Fig. 1: run 1, sequential cells colored by netlist name
Scale bar: 50 µm.
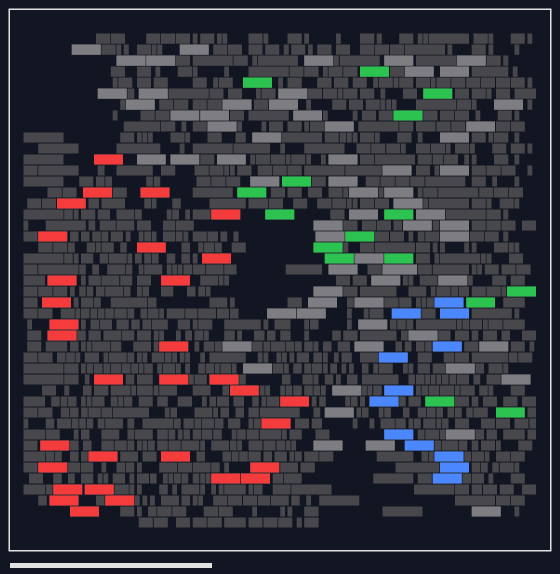
Fig. 2: run 1, clock nets
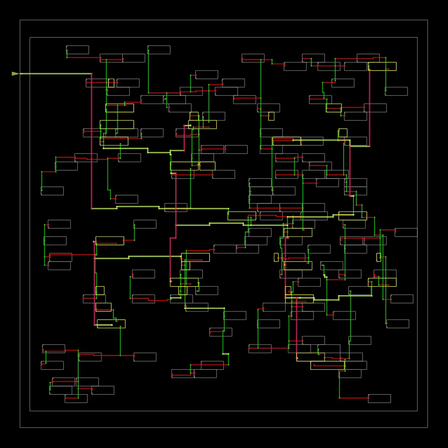
Fig. 3: run 1, close-up of the layout
Region (13, 80) to (53, 120) µm. Cells in gray, sequential cells in the stronger gray; small squares are vias.
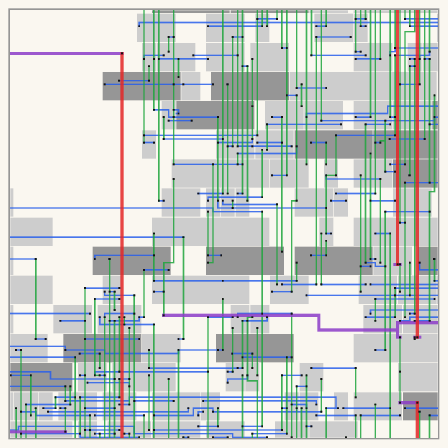
--- config.mk ---
export PLATFORM = sky130hd
export DESIGN_NAME = lbm_run_sequencer_flat
export DESIGN_NICKNAME = d
export VERILOG_FILES = /design/src/rtl/lbm_run_sequencer_if.sv /design/src/rtl/lbm_run_sequencer.sv /design/src/flat_wrapper.sv
export SDC_FILE = /design/constraint.sdc
export NUM_CORES = 1
export LEC_CHECK = 0
export CAP_MARGIN = 40
export CORE_MARGIN = 3
export CORE_UTILIZATION = 41
export DETAILED_ROUTE_END_ITERATION = 8
export PLACE_DENSITY = 0.86
export RECOVER_POWER = 100
export SYNTH_ARGS = -nofsm -noshare
export SYNTH_HDL_FRONTEND = slang
export SYNTH_SLANG_ARGS = --single-unit
export TNS_END_PERCENT = 5
--- constraint.sdc ---
create_clock -name clk -period 5.65 [get_ports clk]
set_input_delay 1.13 -clock clk [delete_from_list [all_inputs] [get_ports clk]]
set_output_delay 1.13 -clock clk [all_outputs]
set_load 0.1 [all_outputs]
--- src/rtl/lbm_run_sequencer_if.sv ---
// Control, host readout and solver handshake bundle for lbm_run_sequencer.
interface lbm_run_sequencer_if #(
    parameter int unsigned ADDR_W = 12
);
    logic               run;
    logic               single_step;
    logic               clear_steps;
    logic [31:0]        step_target;
    logic               solver_done;
    logic               host_req;
    logic [14:0]        host_addr;
    logic signed [15:0] ux_in;
    logic signed [15:0] uy_in;
    logic signed [15:0] rho_in;
    logic signed [15:0] u2_in;

    logic               solver_en;
    logic [31:0]        step_count;
    logic               host_grant;
    logic [ADDR_W-1:0]  rd_addr;
    logic signed [15:0] gpio_ux;
    logic signed [15:0] gpio_uy;
    logic signed [15:0] gpio_rho;
    logic signed [15:0] gpio_u2;
    logic               gpio_valid;
    logic               addr_err;
    logic               halted;

    // Host/solver side driving the sequencer.
    modport master (
        output run, single_step, clear_steps, step_target, solver_done,
               host_req, host_addr, ux_in, uy_in, rho_in, u2_in,
        input  solver_en, step_count, host_grant, rd_addr, gpio_ux, gpio_uy,
               gpio_rho, gpio_u2, gpio_valid, addr_err, halted
    );

    // The sequencer itself.
    modport slave (
        input  run, single_step, clear_steps, step_target, solver_done,
               host_req, host_addr, ux_in, uy_in, rho_in, u2_in,
        output solver_en, step_count, host_grant, rd_addr, gpio_ux, gpio_uy,
               gpio_rho, gpio_u2, gpio_valid, addr_err, halted
    );
endinterface

--- src/rtl/lbm_run_sequencer.sv ---
// Steps the LBM solver one whole timestep at a time and opens host readout
// windows only at step boundaries.
module lbm_run_sequencer #(
    parameter int unsigned ADDR_W     = 12,
    parameter int unsigned NUM_CELLS  = 2500,
    parameter int unsigned RD_LATENCY = 2
) (
    input logic                 clk,
    input logic                 rst,
    lbm_run_sequencer_if.slave  bus
);
    localparam int unsigned CNT_W = $clog2(RD_LATENCY + 1);
    localparam logic [ADDR_W-1:0] LAST_ADDR = ADDR_W'(NUM_CELLS - 1);

    typedef enum logic [2:0] {S_IDLE, S_RUN, S_HOST, S_HDRAIN, S_DONE} state_t;

    state_t                state_q, state_d, ret_q, ret_d;
    logic                  ss_q, ss_d;
    logic [31:0]           cnt_q, cnt_d, cnt_inc;
    logic                  en_q, en_d, grant_q, grant_d, halted_q, halted_d;
    logic [ADDR_W-1:0]     rd_addr_q, rd_addr_d;
    logic                  err_q, err_d, oor, addr_chg;
    logic [RD_LATENCY-1:0] vld_q, vld_d;
    logic [CNT_W-1:0]      drain_q, drain_d, age_q, age_d;
    logic                  valid_q, valid_d;
    logic signed [15:0]    ux_q, uy_q, rho_q, u2_q;

    // Next state, step counting and readout address/valid tracking.
    always_comb begin
        state_d  = state_q;
        ret_d    = ret_q;
        ss_d     = ss_q;
        cnt_d    = cnt_q;
        drain_d  = drain_q;
        rd_addr_d = rd_addr_q;
        err_d    = err_q;
        addr_chg = 1'b0;
        valid_d  = valid_q;
        age_d    = age_q;
        cnt_inc  = (cnt_q == 32'hFFFF_FFFF) ? cnt_q : cnt_q + 32'd1;
        oor      = 32'(bus.host_addr) >= 32'(NUM_CELLS);

        case (state_q)
            S_IDLE: begin
                if (bus.clear_steps) cnt_d = '0;
                if (bus.host_req) begin
                    state_d = S_HOST;
                    ret_d   = S_IDLE;
                end else if (bus.run || bus.single_step) begin
                    state_d = S_RUN;
                    ss_d    = bus.single_step & ~bus.run;
                end
            end
            S_RUN: begin
                if (bus.solver_done) begin
                    cnt_d = cnt_inc;
                    if (ss_q || (bus.step_target != 32'd0 && cnt_inc >= bus.step_target)) begin
                        state_d = S_DONE;
                    end else if (bus.host_req) begin
                        state_d = S_HOST;
                        ret_d   = S_IDLE;
                    end else if (!bus.run) begin
                        state_d = S_IDLE;
                    end
                end
            end
            S_HOST: begin
                if (!bus.host_req) begin
                    state_d = S_HDRAIN;
                    drain_d = '0;
                end
            end
            S_HDRAIN: begin
                if (bus.host_req) begin
                    state_d = S_HOST;
                end else if (drain_q == CNT_W'(RD_LATENCY - 1)) begin
                    state_d = ret_q;
                end else begin
                    drain_d = drain_q + CNT_W'(1);
                end
            end
            S_DONE: begin
                if (bus.clear_steps) cnt_d = '0;
                if (bus.host_req) begin
                    state_d = S_HOST;
                    ret_d   = S_DONE;
                end else if (!bus.run && !bus.single_step) begin
                    state_d = S_IDLE;
                end
            end
            default: state_d = S_IDLE;
        endcase

        en_d     = (state_d == S_RUN);
        grant_d  = (state_d == S_HOST) || (state_d == S_HDRAIN);
        halted_d = (state_d == S_DONE) || (grant_d && ret_d == S_DONE);

        // Readout address follows host_addr only while the window is open.
        if (state_q == S_HOST) begin
            rd_addr_d = oor ? LAST_ADDR : ADDR_W'(bus.host_addr);
            err_d     = err_q | oor;
            addr_chg  = (rd_addr_d != rd_addr_q);
        end
        if (!grant_d) err_d = 1'b0;

        // Cycles since the readout address last moved; restarts outside a window.
        if (!grant_q || addr_chg) age_d = '0;
        else if (age_q != CNT_W'(RD_LATENCY)) age_d = age_q + CNT_W'(1);

        // Each read issued in HOST emerges RD_LATENCY cycles later.
        vld_d = (vld_q << 1) | RD_LATENCY'(state_q == S_HOST);

        if (vld_q[RD_LATENCY-1]) valid_d = (age_q >= CNT_W'(RD_LATENCY - 1)) && !addr_chg;
        else if (addr_chg)       valid_d = 1'b0;
    end

    // State and output registers.
    always_ff @(posedge clk) begin
        if (!rst) begin
            state_q   <= S_IDLE;
            ret_q     <= S_IDLE;
            ss_q      <= 1'b0;
            cnt_q     <= '0;
            en_q      <= 1'b0;
            grant_q   <= 1'b0;
            halted_q  <= 1'b0;
            rd_addr_q <= '0;
            err_q     <= 1'b0;
            vld_q     <= '0;
            drain_q   <= '0;
            age_q     <= '0;
            valid_q   <= 1'b0;
            ux_q      <= '0;
            uy_q      <= '0;
            rho_q     <= '0;
            u2_q      <= '0;
        end else begin
            state_q   <= state_d;
            ret_q     <= ret_d;
            ss_q      <= ss_d;
            cnt_q     <= cnt_d;
            en_q      <= en_d;
            grant_q   <= grant_d;
            halted_q  <= halted_d;
            rd_addr_q <= rd_addr_d;
            err_q     <= err_d;
            vld_q     <= vld_d;
            drain_q   <= drain_d;
            age_q     <= age_d;
            valid_q   <= valid_d;
            if (vld_q[RD_LATENCY-1]) begin
                ux_q  <= bus.ux_in;
                uy_q  <= bus.uy_in;
                rho_q <= bus.rho_in;
                u2_q  <= bus.u2_in;
            end
        end
    end

    assign bus.solver_en  = en_q;
    assign bus.step_count = cnt_q;
    assign bus.host_grant = grant_q;
    assign bus.rd_addr    = rd_addr_q;
    assign bus.gpio_ux    = ux_q;
    assign bus.gpio_uy    = uy_q;
    assign bus.gpio_rho   = rho_q;
    assign bus.gpio_u2    = u2_q;
    assign bus.gpio_valid = valid_q;
    assign bus.addr_err   = err_q;
    assign bus.halted     = halted_q;
endmodule

--- src/flat_wrapper.sv ---
// flat-port wrapper written by rule: the top's interface ports become plain ports
module lbm_run_sequencer_flat 
#(
    parameter int unsigned ADDR_W     = 12,
    parameter int unsigned NUM_CELLS  = 2500,
    parameter int unsigned RD_LATENCY = 2
)
  (clk, rst, bus_run, bus_single_step, bus_clear_steps, bus_step_target, bus_solver_done, bus_host_req, bus_host_addr, bus_ux_in, bus_uy_in, bus_rho_in, bus_u2_in, bus_solver_en, bus_step_count, bus_host_grant, bus_rd_addr, bus_gpio_ux, bus_gpio_uy, bus_gpio_rho, bus_gpio_u2, bus_gpio_valid, bus_addr_err, bus_halted);
  lbm_run_sequencer_if #(.ADDR_W(ADDR_W)) bus_i ();
  input logic clk;
  input logic rst;
  input wire logic [$bits(bus_i.run)-1:0] bus_run;
  input wire logic [$bits(bus_i.single_step)-1:0] bus_single_step;
  input wire logic [$bits(bus_i.clear_steps)-1:0] bus_clear_steps;
  input wire logic [$bits(bus_i.step_target)-1:0] bus_step_target;
  input wire logic [$bits(bus_i.solver_done)-1:0] bus_solver_done;
  input wire logic [$bits(bus_i.host_req)-1:0] bus_host_req;
  input wire logic [$bits(bus_i.host_addr)-1:0] bus_host_addr;
  input wire logic [$bits(bus_i.ux_in)-1:0] bus_ux_in;
  input wire logic [$bits(bus_i.uy_in)-1:0] bus_uy_in;
  input wire logic [$bits(bus_i.rho_in)-1:0] bus_rho_in;
  input wire logic [$bits(bus_i.u2_in)-1:0] bus_u2_in;
  output wire logic [$bits(bus_i.solver_en)-1:0] bus_solver_en;
  output wire logic [$bits(bus_i.step_count)-1:0] bus_step_count;
  output wire logic [$bits(bus_i.host_grant)-1:0] bus_host_grant;
  output wire logic [$bits(bus_i.rd_addr)-1:0] bus_rd_addr;
  output wire logic [$bits(bus_i.gpio_ux)-1:0] bus_gpio_ux;
  output wire logic [$bits(bus_i.gpio_uy)-1:0] bus_gpio_uy;
  output wire logic [$bits(bus_i.gpio_rho)-1:0] bus_gpio_rho;
  output wire logic [$bits(bus_i.gpio_u2)-1:0] bus_gpio_u2;
  output wire logic [$bits(bus_i.gpio_valid)-1:0] bus_gpio_valid;
  output wire logic [$bits(bus_i.addr_err)-1:0] bus_addr_err;
  output wire logic [$bits(bus_i.halted)-1:0] bus_halted;
  assign bus_i.run = bus_run;
  assign bus_i.single_step = bus_single_step;
  assign bus_i.clear_steps = bus_clear_steps;
  assign bus_i.step_target = bus_step_target;
  assign bus_i.solver_done = bus_solver_done;
  assign bus_i.host_req = bus_host_req;
  assign bus_i.host_addr = bus_host_addr;
  assign bus_i.ux_in = bus_ux_in;
  assign bus_i.uy_in = bus_uy_in;
  assign bus_i.rho_in = bus_rho_in;
  assign bus_i.u2_in = bus_u2_in;
  assign bus_solver_en = bus_i.solver_en;
  assign bus_step_count = bus_i.step_count;
  assign bus_host_grant = bus_i.host_grant;
  assign bus_rd_addr = bus_i.rd_addr;
  assign bus_gpio_ux = bus_i.gpio_ux;
  assign bus_gpio_uy = bus_i.gpio_uy;
  assign bus_gpio_rho = bus_i.gpio_rho;
  assign bus_gpio_u2 = bus_i.gpio_u2;
  assign bus_gpio_valid = bus_i.gpio_valid;
  assign bus_addr_err = bus_i.addr_err;
  assign bus_halted = bus_i.halted;
  lbm_run_sequencer #(.ADDR_W(ADDR_W), .NUM_CELLS(NUM_CELLS), .RD_LATENCY(RD_LATENCY)) u_core (.clk(clk), .rst(rst), .bus(bus_i));
endmodule
==> results.txt, run 1 <==
outcome - finished, violations left
failing checks - max-capacitance violations, max-slew violations
Gate Count Post-Synth - 792
Non-Filler Instances - 1346
most frequent cell after synthesis - dfxtp_1
CP Data Arrival Time - 5.03 ns
total core area - 15500 µm²
Pins Over Slew Limit - 51
WHS Endpoint - u_core.ret_q[0]$_SDFF_PN0_
maximum root-to-sink buffer count - 2
Post-CTS Setup Inserts - 0
Post-Syn Area per Cell - 8.42 µm²
comb area leader - simple AND/OR/NAND/NOR gates
Die Span X - 134 µm
period utilisation layout - 83.3%
Log Warnings - 27
top post-synthesis cells by count - 126 x dfxtp_1, 112 x nor2_1, 65 x mux2i_1, 58 x nand2_1
async set-reset flop share out of synthesis - 0%
Top-area cell share - 37.8%
CP peak stage delay - 0.56 ns
Placed Area - 11400 µm²
worst hold margin - 0.470 ns
Iteration-0 DRC Markers - 639
setup tns final - 0 ns
HP Class - reg2reg
hold path depth - 2
CTS tree - yes
IO Count - 231
crit path time final - 4.71 ns
DP Worst Slack - 1.09 ns
P&R area growth vs syn - 69.0%
Reg-to-Reg Start - u_core.bus.step_count[0]$_SDFFE_PN0P_
crit path to - u_core.bus.halted$_SDFF_PN0_
largest net degree at the start of global routing - 51
cell type with the largest total area - dfxtp_1
worst setup path start - u_core.bus.step_count[0]$_SDFFE_PN0P_
Synthesized registers - 126
Final Hold Fails - 0
PwrDens - 224 nW/µm²
ANT nets after route - 0
global-route wire length before repair - 42600 µm
maxcap violations - 1
Startpoint Class - flop
Slowest cell on crit path - or4_1
hpwl dp - 21400 µm
Crit. End Element - flop
Worst-Margin Slew - 2.30 ns
HP Start - u_core.ret_q[0]$_SDFF_PN0_
Post-CTS Resized - 0
AO/OA Area Share - 13.0%
reg2reg end - u_core.bus.halted$_SDFF_PN0_
Clock Skews - 0.00984 ns
Mux area share - 9.92%
Post-synth EDFFs - 0
Worst IR Drop VDD - 0.235 mV
Mapped Nets - 946
Chip Area, Yosys - 6670 µm²
root buf cell - clkbuf_16
DIE AREA - 17800 µm²
Req. time, crit path - 5.97 ns
fin nets - 1275
R2R Setup Slk - 0.94 ns
clk slew on worst S/H paths - 0.05 ns
initial antenna violation count - 2
Cell Type Count - 61
CP cell instances - ha_1 > inv_1 > or4_1 > or4_1 > and4b_1 > nand2_1 > xnor2_1 > ha_1 > nand4_1 > nor4_1 > a2111oi_0 > o211ai_1 > o21ai_0 > a21oi_1 > a32o_1
Remaining DRCs - 0
Commonest Layout Cell - clkdlybuf4s50_1
port bufs - 230
slew margin rel. - -53.6%
# rows - 45
Setup-failing EPs final - 0
FF-to-FF path depth - 15
PnR Total Power - 2.53 mW
largest fanout on the critical path - 8
synthesized area - 6670 µm²
yosys synthesis warning count - 0
via count - 7623
Crit Path Class - reg2reg
Vias per Instance - 5.66
-- Fig. 1 (at the start) --
name in the netlist	color	placed flops
u_core.bus.gpio_u2	green	16
u_core.bus.step_count	red	32
u_core.bus.rd_addr	blue	12

-- Fig. 2 (at the start) --
total CTS buffers: 17
Flop Count: 126
Clk power: 1.10 mW
Latency at later pin: 0.43 ns

-- Fig. 3 (at the start) --
layer	color
metal 1	blue
metal 3	purple
metal 4	red
metal 2	green
most frequent	clkdlybuf4s50_1 (14), dfxtp_1 (12), mux2i_1 (9)
sequential cells in the window	12
cells with their middle in the window	86
netlist names of flops here include	u_core.bus.gpio_rho (7), u_core.bus.step_count (4)

-- run 1: sequential cells by signal (all words and copies together) (netlist names) --
register / cells
u_core.age_q: 2
u_core.bus.gpio_uy: 16
u_core.bus.rd_addr: 12
u_core.bus.gpio_u2: 16
u_core.drain_q: 2
u_core.ss_q: 1
u_core.bus.halted: 1
u_core.state_q: 3
u_core.bus.solver_en: 1
u_core.bus.gpio_rho: 16
u_core.ret_q: 3
u_core.bus.gpio_ux: 16
u_core.vld_q: 2
u_core.bus.addr_err: 1
u_core.bus.gpio_valid: 1
u_core.bus.host_grant: 1
u_core.bus.step_count: 32
-- run 1: routing by layer --
layer,global-route usage [%],vias to the layer above,wire length (µm)
met5,0,-,12
met3,8.42,126,2280
met4,19.0,2,1750
met2,56.3,434,14500
li1,-,3472,-
met1,30.5,3589,9380
-- run 1: worst max-delay path: cells and delay by family (launching register included) --
kind / cells / cell delay, ns
fa+ha+maj: 2 / 0.55
buf+inv: 1 / 0.08
compound gates: 5 / 1.51
flops: 1 / 0.45
simple gates: 6 / 1.86
xor+xnor: 1 / 0.15
-- run 1: area by class of cell --
type	count	area, µm²	share of cell area, %
antenna	1	2.50	0.0222
clock buffer	22	474	4.21
clock inverter	10	113	0.999
inverter	46	173	1.53
multi-input combinational	582	3790	33.7
sequential	126	2530	22.4
tap	211	264	2.34
timing repair buffer	348	3920	34.8
-- run 1: power breakdown --
group	total, mW	internal [mW]	switching [mW]
logic	0.491	0.196	0.295
clock network	1.10	0.681	0.416
registers	0.938	0.912	0.0254
total	2.53	1.79	0.736
==> run 2: changes to the inputs <==
- PLACE_DENSITY: 0.86 -> 0.89
- clock period: 5.65 -> 4.08 ns (I/O delays scaled with it)
Fig. 4: run 2, nets reached from selected ports
Scale bar: 50 µm.
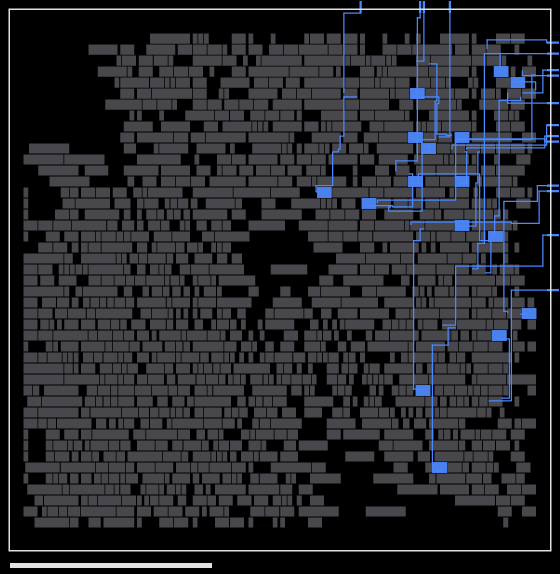
port	color	bits	direction	edge	end cells	wire
bus_ux_in	blue	16	input	12 east, 4 north	16	937 µm

Fig. 5: run 2, close-up of the layout
Region (13, 80) to (53, 120) µm. Cells in gray, sequential cells in the stronger gray; small squares are vias.
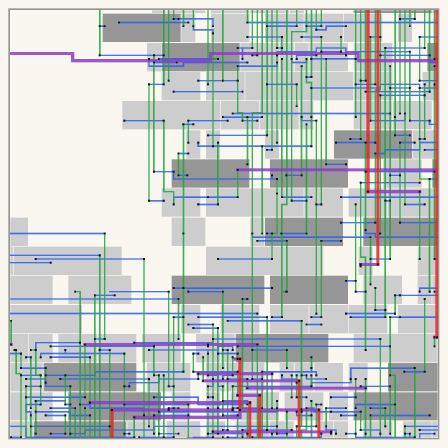
layer	color
metal 1	blue
metal 2	green
metal 4	red
metal 3	purple
cells with their middle in the window	95
sequential cells in the window	15
most frequent	clkdlybuf4s50_1 (12), nor2_1 (10), mux2i_1 (10)
netlist names of flops here include	u_core.bus.gpio_rho (6), u_core.bus.step_count (6), u_core.bus.gpio_u2 (2)

==> results.txt, run 2 <==
PnR Total Power - 3.48 mW
yosys synthesis warning count - 0
Non-Filler Instances - 1391
Clock Skews - 0.00629 ns
maxcap violations - 3
crit path buf inv count - 2
period utilisation layout - 101%
met2 WL - 15900 µm
Post-CTS Resized - 6
IO Count - 231
HP Class - reg2reg
Req. time, crit path - 4.40 ns
HP Start - u_core.ret_q[1]$_SDFF_PN0_
Die Span X - 134 µm
switch share - 29.5%
async set-reset flop share out of synthesis - 0%
CP Data Arrival Time - 4.45 ns
Chip Area, Yosys - 6670 µm²
Slowest cell on crit path - or4_4
total core area - 15500 µm²
max FFs per register - 32
total CTS buffers - 17
Synthesized registers - 126
most frequent cell after synthesis - dfxtp_1
uppermost layer routed - met4
Gate Count Post-Synth - 792
Cell Type Count - 61
comb area leader - simple AND/OR/NAND/NOR gates
WL met3 - 3010 µm
Worst IR Drop VDD - 0.324 mV
P&R area growth vs syn - 76.2%
Log Warnings - 29
worst setup slack after layout - -0.0498 ns
Setup-failing EPs final - 2
reg2reg end - u_core.bus.halted$_SDFF_PN0_
DP Worst Slack - -0.0157 ns
Pins Over Slew Limit - 121
Latency at later pin - 0.43 ns
FF-to-FF path depth - 15
Crit Path Class - reg2reg
Post-synth EDFFs - 0
PwrDens - 296 nW/µm²
Clk pwr share - 43.3%
Commonest Layout Cell - clkdlybuf4s50_1
# rows - 45
largest net degree at the start of global routing - 53
WL met1 - 10200 µm
Reg-to-Reg Start - u_core.bus.step_count[21]$_SDFFE_PN0P_
crit path time final - 4.13 ns
Cell Int Power - 2.46 mW
Worst-Margin Slew - 2.25 ns
via count - 8236
WHS Endpoint - u_core.ret_q[1]$_SDFF_PN0_
setup tns final - -0.0652 ns
Logic pwr share - 19.9%
slew margin rel. - -50.0%
CP cell instances - nand4_1 > or4_4 > buf_6 > nor4_4 > buf_6 > nor3_4 > xor2_1 > ha_1 > nand2_1 > o21ai_2 > a2111oi_2 > o211ai_1 > o21a_2 > o311a_1 > a32o_1
hpwl dp - 22300 µm
Post-CTS Setup Inserts - 14
NetSw - 1.03 mW
ANT nets after route - 0
CP peak stage delay - 0.59 ns
initial antenna violation count - 1
Mux area share - 9.92%
AO/OA Area Share - 13.0%
top post-synthesis cells by count - 126 x dfxtp_1, 112 x nor2_1, 65 x mux2i_1, 58 x nand2_1
synthesized area - 6670 µm²
fin nets - 1320
hold path depth - 2
failing checks - max-capacitance violations, max-slew violations, negative setup slack
Vias per Instance - 5.92
met2 Use GR - 59.7%
Startpoint Class - flop
largest fanout on the critical path - 6
Remaining DRCs - 0
outcome - finished, violations left
worst hold margin - 0.466 ns
met3 GRT Util - 11.1%
Final Hold Fails - 0
Crit. End Element - flop
CTS tree - yes
Top-area cell share - 37.8%
Crit path max-delay family - AND-OR/OR-AND gates
cell type with the largest total area - dfxtp_1
clk slew on worst S/H paths - 0.06 ns
-- run 2: cell counts after synthesis --
No cell type changed its count.
-- run 2: power by group through the flow --
| stage | Sequential [mW] | Combinational, mW | Clock, mW |
|---|---|---|---|
| 3_5_place_dp | 1.31 | 0.722 | 0 |
| 2_1_floorplan | 1.49 | 0.164 | 0 |
| 3_3_place_gp | 1.31 | 0.566 | 0 |
| 5_1_grt | 1.28 | 0.721 | 1.58 |
| 6_report | 1.28 | 0.694 | 1.51 |
| 4_1_cts | 1.28 | 0.732 | 1.52 |
-- run 2: area by class of cell --
type	count	area (µm²)	area share, %
inverter	46	173	1.47
antenna	1	2.50	0.0213
clock buffer	24	513	4.36
timing repair buffer	393	4110	35.0
sequential	126	2630	22.4
multi-input combinational	582	3990	33.9
tap	211	264	2.25
clock inverter	8	77.6	0.660
-- run 2: worst max-delay path by stage --
| stage | from | to | slack [ns] | cells after the start |
|---|---|---|---|---|
| floorplan | u_core.bus.step_count[10]$_SDFFE_PN0P_ | u_core.bus.halted$_SDFF_PN0_ | -0.03 | 16 |
| global route | u_core.bus.step_count[6]$_SDFFE_PN0P_ | u_core.bus.halted$_SDFF_PN0_ | -0.21 | 13 |
| finish | u_core.bus.step_count[21]$_SDFFE_PN0P_ | u_core.bus.halted$_SDFF_PN0_ | -0.05 | 15 |
| global placement | u_core.bus.step_count[0]$_SDFFE_PN0P_ | u_core.bus.halted$_SDFF_PN0_ | 0.09 | 15 |
| detailed placement | u_core.bus.step_count[0]$_SDFFE_PN0P_ | u_core.bus.halted$_SDFF_PN0_ | -0.02 | 15 |
| CTS | u_core.bus.step_count[1]$_SDFFE_PN0P_ | u_core.bus.halted$_SDFF_PN0_ | 0.003 | 15 |
==> run 3: changes to the inputs <==
- CTS_CLUSTER_SIZE: not set -> 28
- RECOVER_POWER: 100 -> 25
Fig. 6: run 3, clock nets
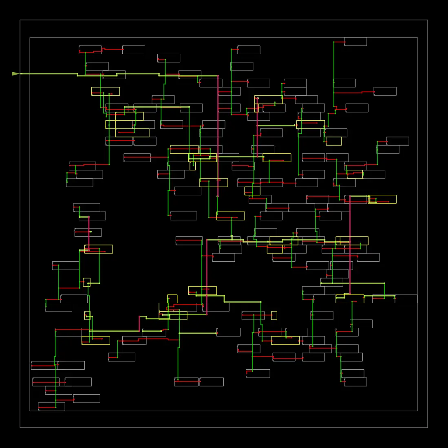
Clk power: 1.51 mW
Clock Sinks: 126
layout clock buffer count: 24
Clock Skews: 0.00794 ns

Fig. 7: run 3, close-up of the layout
Region (13, 80) to (53, 120) µm. Cells in gray, sequential cells in the stronger gray; small squares are vias.
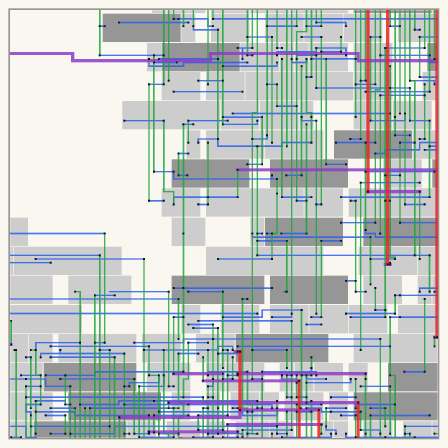
layer	color
metal 4	red
metal 2	green
metal 1	blue
metal 3	purple
netlist names of flops here include	u_core.bus.gpio_rho (6), u_core.bus.step_count (6), u_core.bus.gpio_u2 (2)
cells with their middle in the window	95
sequential cells in the window	15
most frequent	clkdlybuf4s50_1 (19), nor2_1 (10), mux2i_1 (10)

==> results.txt, run 3 <==
CP Data Arrival Time - 4.46 ns
Final Hold Fails - 0
outcome - finished, violations left
FF-to-FF path depth - 13
slew margin rel. - -52.3%
root buf cell - clkbuf_16
Crit Path Class - reg2reg
yosys synthesis warning count - 0
PwrDens - 281 nW/µm²
P&R area growth vs syn - 88.6%
worst setup slack after layout - -0.0590 ns
via count - 8223
Plain + repair buffers - 393
Worst-Margin Slew - 2.28 ns
combinational share of cell area - 31.7%
async set-reset flop share out of synthesis - 0%
failing checks - max-capacitance violations, max-slew violations, negative setup slack
Die Span X - 134 µm
period utilisation layout - 101%
total core area - 15500 µm²
maxcap violations - 2
hpwl dp - 22300 µm
WHS Endpoint - u_core.ret_q[1]$_SDFF_PN0_
Synthesized registers - 126
Remaining DRCs - 0
Mux area share - 9.92%
Seq area share - 20.9%
register area - 2630 µm²
Worst IR Drop VDD - 0.322 mV
largest net degree at the start of global routing - 53
setup tns final - -0.0752 ns
Gate Count Post-Synth - 792
Clock-cell share - 4.70%
Setup-failing EPs final - 2
Req. time, crit path - 4.40 ns
Pins Over Slew Limit - 84
-- run 3: cell counts after synthesis --
No cell type changed its count.
-- run 3: kinds of logic (layout without fill, tap and decap cells) --
logic type      count (synthesis)  in the layout
buf+inv                        84            471
flops                         126            126
xor+xnor                       35             35
compound gates                142            142
fa+ha+maj                      36             36
mux                            66             66
other cells                     0              1
simple gates                  303            303
-- run 3: repair_timing --
item	CTS	global route
pin swaps	18	25
setup endpoints to repair	3	10
buffers inserted	14	17
resized	6	34
-- run 3: stage by stage --
stage / worst slack, ns / std cells / hold slack [ns] / power [mW] / cell area (µm²)
finish: -0.0590 / 1391 / 0.467 / 3.54 / 12600
global route: -0.213 / 1391 / 0.476 / 3.64 / 12600
CTS: 0.00278 / 1373 / 0.465 / 3.54 / 12300
detailed placement: -0.0157 / 1327 / 0.451 / 2.03 / 11600
global placement: 0.0882 / 1213 / 0.415 / 1.88 / 9360
floorplan: -0.0333 / 792 / 0.412 / 1.66 / 6850
-- run 3: layer usage --
layer	up-vias	GRT usage [%]	wire length (µm)
li1	3554	-	-
met1	3787	32.4	10100
met2	641	59.7	15900
met3	241	11.1	2940
met4	0	22.5	2870
met5	-	0	0
-- run 3: critical path, cell delays in order, from the launching register on --
cell       delay, ns
dfxtp_4         0.40
nand4_1         0.22
buf_4           0.24
or3_1           0.52
nor4_1          0.64
xnor2_1         0.16
ha_1            0.34
nand2_2         0.11
nor4_2          0.07
a2111oi_2       0.30
o211ai_1        0.22
o21a_2          0.28
o311a_1         0.31
a32o_1          0.21
-- run 3: report_power, final --
part           internal (mW)  total, mW  switching [mW]  leakage, nW
logic                  0.318      0.746           0.428         3.65
registers               1.25       1.28          0.0354         1.04
clock network          0.938       1.51           0.571        0.296
total                   2.50       3.54            1.04         4.99
No activity file was given, so power comes from the tool's default toggle rates.
